[config.mk]
export PLATFORM = sky130hd
export DESIGN_NAME = seq_modmul_flat
export DESIGN_NICKNAME = d
export VERILOG_FILES = /design/src/rtl/seq_modmul_if.sv /design/src/rtl/seq_modmul.sv /design/src/flat_wrapper.sv
export SDC_FILE = /design/constraint.sdc
export NUM_CORES = 1
export LEC_CHECK = 0
export CELL_PAD_IN_SITES_DETAIL_PLACEMENT = 1
export CELL_PAD_IN_SITES_GLOBAL_PLACEMENT = 2
export CORE_MARGIN = 4
export CORE_UTILIZATION = 29
export CTS_BUF_LIST = sky130_fd_sc_hd__clkbuf_4
export DETAILED_ROUTE_END_ITERATION = 16
export PLACE_DENSITY_LB_ADDON = 0.1
export SETUP_SLACK_MARGIN = 0.15
export SKIP_LAST_GASP = 1
export SYNTH_ARGS = -nofsm -noshare
export SYNTH_HDL_FRONTEND = slang
export SYNTH_SLANG_ARGS = --single-unit
[constraint.sdc]
create_clock -name clock_i -period 10.51 [get_ports clock_i]
set_clock_uncertainty 0.15 [all_clocks]
set_input_delay 2.102 -clock clock_i [delete_from_list [all_inputs] [get_ports clock_i]]
set_output_delay 2.102 -clock clock_i [all_outputs]
set_load 0.01 [all_outputs]
[src/rtl/seq_modmul_if.sv]
// Operand/result bundle for seq_modmul. The master drives operands, the slave returns results.
interface seq_modmul_if #(
    parameter int WIDTH = 12
);
    // Handshake: an operand pair is taken on a rising edge where start_i && ready_o.
    // valid_o is high for exactly one cycle; prod_o/res_o then hold until the next result.
    logic               start_i;
    logic [WIDTH-1:0]   a_i;
    logic [WIDTH-1:0]   b_i;
    logic               ready_o;
    logic               valid_o;
    logic [2*WIDTH-1:0] prod_o;
    logic [WIDTH-1:0]   res_o;
    logic [2:0]         state_o;

    modport master (
        output start_i, a_i, b_i,
        input  ready_o, valid_o, prod_o, res_o, state_o
    );

    modport slave (
        input  start_i, a_i, b_i,
        output ready_o, valid_o, prod_o, res_o, state_o
    );
endinterface

[src/rtl/seq_modmul.sv]
// Sequential shift-add multiplier (BPC multiplier bits per cycle) with optional
// Barrett reduction of the 2*WIDTH-bit product to [0,Q).
module seq_modmul #(
    parameter int WIDTH      = 12,
    parameter int Q          = 3329,
    parameter int BPC        = 1,
    parameter int REDUCE     = 1,
    parameter int EARLY_EXIT = 0
) (
    input  logic         clock_i,
    input  logic         nreset_i,
    seq_modmul_if.slave  bus
);
    localparam int N  = WIDTH / BPC;
    localparam int CW = (N > 1) ? $clog2(N) : 1;
    localparam int W2 = 2 * WIDTH;
    localparam int K  = W2;

    localparam logic [2:0] S_IDLE    = 3'd0;
    localparam logic [2:0] S_MUL     = 3'd1;
    localparam logic [2:0] S_RED_Q   = 3'd2;
    localparam logic [2:0] S_RED_R   = 3'd3;
    localparam logic [2:0] S_RED_FIX = 3'd4;
    localparam logic [2:0] S_DONE    = 3'd5;

    localparam logic [K:0]       TWO_K    = {1'b1, {K{1'b0}}};
    localparam logic [K:0]       Q_K      = (K+1)'(Q);
    localparam logic [K:0]       M        = TWO_K / Q_K;
    localparam logic [W2-1:0]    Q_W2     = W2'(Q);
    localparam logic [WIDTH+1:0] Q_R      = (WIDTH+2)'(Q);
    localparam logic [WIDTH+1:0] Q2_R     = (WIDTH+2)'(2 * Q);
    localparam logic [CW-1:0]    LAST_CNT = CW'(N - 1);

    logic [2:0]       state_q, state_d;
    logic [W2-1:0]    a_sh_q, a_sh_d;
    logic [WIDTH-1:0] b_sh_q, b_sh_d;
    logic [W2-1:0]    acc_q, acc_d;
    logic [CW-1:0]    cnt_q, cnt_d;
    logic [W2-1:0]    qh_q, qh_d;
    logic [WIDTH+1:0] r_q, r_d;
    logic [W2-1:0]    prod_q, prod_d;
    logic [WIDTH-1:0] res_q, res_d;

    logic [WIDTH-1:0] b_next;
    logic [W2-1:0]    acc_mul;
    logic             last_digit;

    always_comb begin
        state_d = state_q;
        a_sh_d  = a_sh_q;
        b_sh_d  = b_sh_q;
        acc_d   = acc_q;
        cnt_d   = cnt_q;
        qh_d    = qh_q;
        r_d     = r_q;
        prod_d  = prod_q;
        res_d   = res_q;

        // The multiplicand is pre-shifted so each digit's weight is already applied.
        b_next     = b_sh_q >> BPC;
        acc_mul    = acc_q + a_sh_q * W2'(b_sh_q[BPC-1:0]);
        last_digit = (cnt_q == LAST_CNT) || ((EARLY_EXIT != 0) && (b_next == '0));

        case (state_q)
            S_IDLE, S_DONE: begin
                if (bus.start_i) begin
                    a_sh_d  = W2'(bus.a_i);
                    b_sh_d  = bus.b_i;
                    acc_d   = '0;
                    cnt_d   = '0;
                    state_d = S_MUL;
                end else begin
                    state_d = S_IDLE;
                end
            end
            S_MUL: begin
                acc_d  = acc_mul;
                a_sh_d = a_sh_q << BPC;
                b_sh_d = b_next;
                cnt_d  = cnt_q + 1'b1;
                if (last_digit) begin
                    if (REDUCE != 0) begin
                        state_d = S_RED_Q;
                    end else begin
                        prod_d  = acc_mul;
                        res_d   = acc_mul[WIDTH-1:0];
                        state_d = S_DONE;
                    end
                end
            end
            S_RED_Q: begin
                qh_d    = W2'(((2*W2+1)'(acc_q) * (2*W2+1)'(M)) >> K);
                state_d = S_RED_R;
            end
            S_RED_R: begin
                // Barrett error is at most two multiples of Q, so WIDTH+2 bits suffice.
                r_d     = (WIDTH+2)'(acc_q - qh_q * Q_W2);
                state_d = S_RED_FIX;
            end
            S_RED_FIX: begin
                if (r_q >= Q2_R) begin
                    res_d = WIDTH'(r_q - Q2_R);
                end else if (r_q >= Q_R) begin
                    res_d = WIDTH'(r_q - Q_R);
                end else begin
                    res_d = WIDTH'(r_q);
                end
                prod_d  = acc_q;
                state_d = S_DONE;
            end
            default: state_d = S_IDLE;
        endcase
    end

    always_ff @(posedge clock_i or negedge nreset_i) begin
        if (!nreset_i) begin
            state_q <= S_IDLE;
            a_sh_q  <= '0;
            b_sh_q  <= '0;
            acc_q   <= '0;
            cnt_q   <= '0;
            qh_q    <= '0;
            r_q     <= '0;
            prod_q  <= '0;
            res_q   <= '0;
        end else begin
            state_q <= state_d;
            a_sh_q  <= a_sh_d;
            b_sh_q  <= b_sh_d;
            acc_q   <= acc_d;
            cnt_q   <= cnt_d;
            qh_q    <= qh_d;
            r_q     <= r_d;
            prod_q  <= prod_d;
            res_q   <= res_d;
        end
    end

    assign bus.ready_o = (state_q == S_IDLE) || (state_q == S_DONE);
    assign bus.valid_o = (state_q == S_DONE);
    assign bus.prod_o  = prod_q;
    assign bus.res_o   = res_q;
    assign bus.state_o = state_q;
endmodule

[src/flat_wrapper.sv]
// flat-port wrapper written by rule: the top's interface ports become plain ports
module seq_modmul_flat 
#(
    parameter int WIDTH      = 12,
    parameter int Q          = 3329,
    parameter int BPC        = 1,
    parameter int REDUCE     = 1,
    parameter int EARLY_EXIT = 0
)
  (clock_i, nreset_i, bus_start_i, bus_a_i, bus_b_i, bus_ready_o, bus_valid_o, bus_prod_o, bus_res_o, bus_state_o);
  seq_modmul_if #(.WIDTH(WIDTH)) bus_i ();
  input  logic clock_i;
  input  logic nreset_i;
  input wire logic [$bits(bus_i.start_i)-1:0] bus_start_i;
  input wire logic [$bits(bus_i.a_i)-1:0] bus_a_i;
  input wire logic [$bits(bus_i.b_i)-1:0] bus_b_i;
  output wire logic [$bits(bus_i.ready_o)-1:0] bus_ready_o;
  output wire logic [$bits(bus_i.valid_o)-1:0] bus_valid_o;
  output wire logic [$bits(bus_i.prod_o)-1:0] bus_prod_o;
  output wire logic [$bits(bus_i.res_o)-1:0] bus_res_o;
  output wire logic [$bits(bus_i.state_o)-1:0] bus_state_o;
  assign bus_i.start_i = bus_start_i;
  assign bus_i.a_i = bus_a_i;
  assign bus_i.b_i = bus_b_i;
  assign bus_ready_o = bus_i.ready_o;
  assign bus_valid_o = bus_i.valid_o;
  assign bus_prod_o = bus_i.prod_o;
  assign bus_res_o = bus_i.res_o;
  assign bus_state_o = bus_i.state_o;
  seq_modmul #(.WIDTH(WIDTH), .Q(Q), .BPC(BPC), .REDUCE(REDUCE), .EARLY_EXIT(EARLY_EXIT)) u_core (.clock_i(clock_i), .nreset_i(nreset_i), .bus(bus_i));
endmodule
==> impl_metrics.env <==
# flow metrics
export IMPL_status="complete, no violations"
export IMPL_seq_cell_share_pct=22.1
export IMPL_fin_util_pct=33.1
export IMPL_cp_common_cell="fa_1"
export IMPL_critPathCapture="u_core.qh_q[12]"
export IMPL_final_antenna_net_count=0
export IMPL_crit_type="flip-flop to flip-flop"
export IMPL_top_cells_by_count="inv_1, ha_1, nand2_1, fa_1, dfrtp_1"
export IMPL_slowest_stage="a2111oi_0"
export IMPL_routed_wl_met2_mm=16.9
export IMPL_crit_required_ns=11.01
export IMPL_crit_cells=16
export IMPL_met1_usage_pct=21.8
export IMPL_final_clk_cell_share_pct=1.86
export IMPL_slew_viol_final=0
export IMPL_cts_resized=0
export IMPL_simple_gate_area_share_pct=12.7
export IMPL_dr_pass1_iters=4
export IMPL_tightest_slew_ns=0.981
export IMPL_met1_length_mm=17.9
export IMPL_taps=592
export IMPL_cp_num_buf_inv=2
export IMPL_ys_top_cells_by_area="dfrtp_1, fa_1, ha_1"
Wires at chosen ports, followed through buffers:
Scale bar: 50 um.
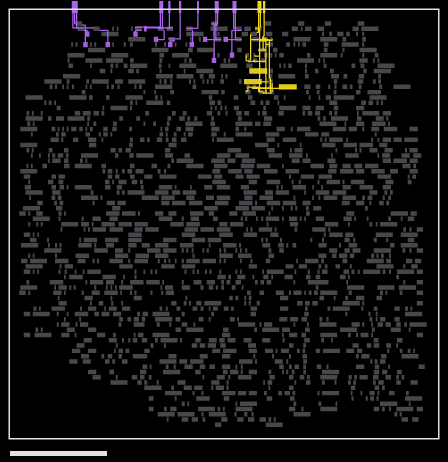
Purple stands for `bus_b_i`, direction input, end cells 12, buffers 12, wire 285 um. Yellow stands for `bus_state_o`, direction output, end cells 3, buffers 3, wire 247 um.

Supply network:
Scale bar: 50 um. Pins as bars on the die edge.
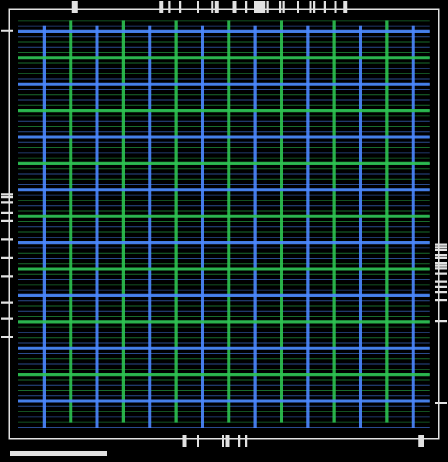
Blue stands for VSS. Green stands for VDD.
The core has 77 rows. 15 straps on met4.

Congestion heat map:
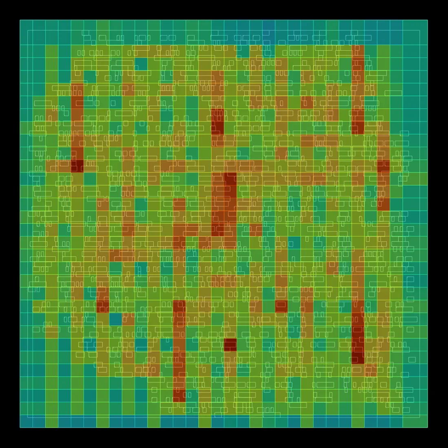
met2 Resource Use GR: 25.1%
met3 usage: 3.16%

Cell density map:
Scale bar: 50 um. 22 x 22 tiles, from black (low) to pale yellow (high), 0 to 100% covered.
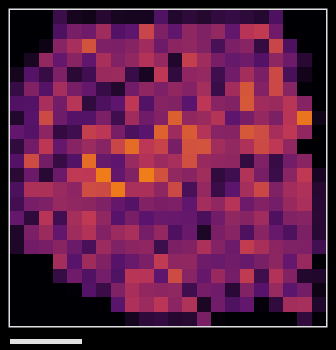
The mean over all tiles is 29%. The densest ninth of the die: center. 13% of the tiles are nearly empty.

Cells colored by class:
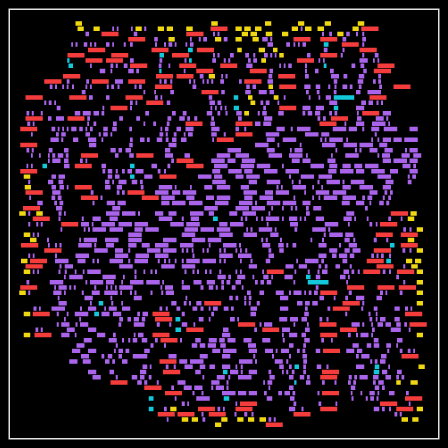
Red stands for flops, cells 130, share of their area 23%. Cyan stands for clock drivers and dummy loads, cells 32, share of their area 2.0%. Yellow stands for other buffers and delay cells, cells 77, share of their area 5.3%. Purple stands for all other logic, cells 1,195, share of their area 69%.
Rows: 77
core footprint: 0.0444 mm^2

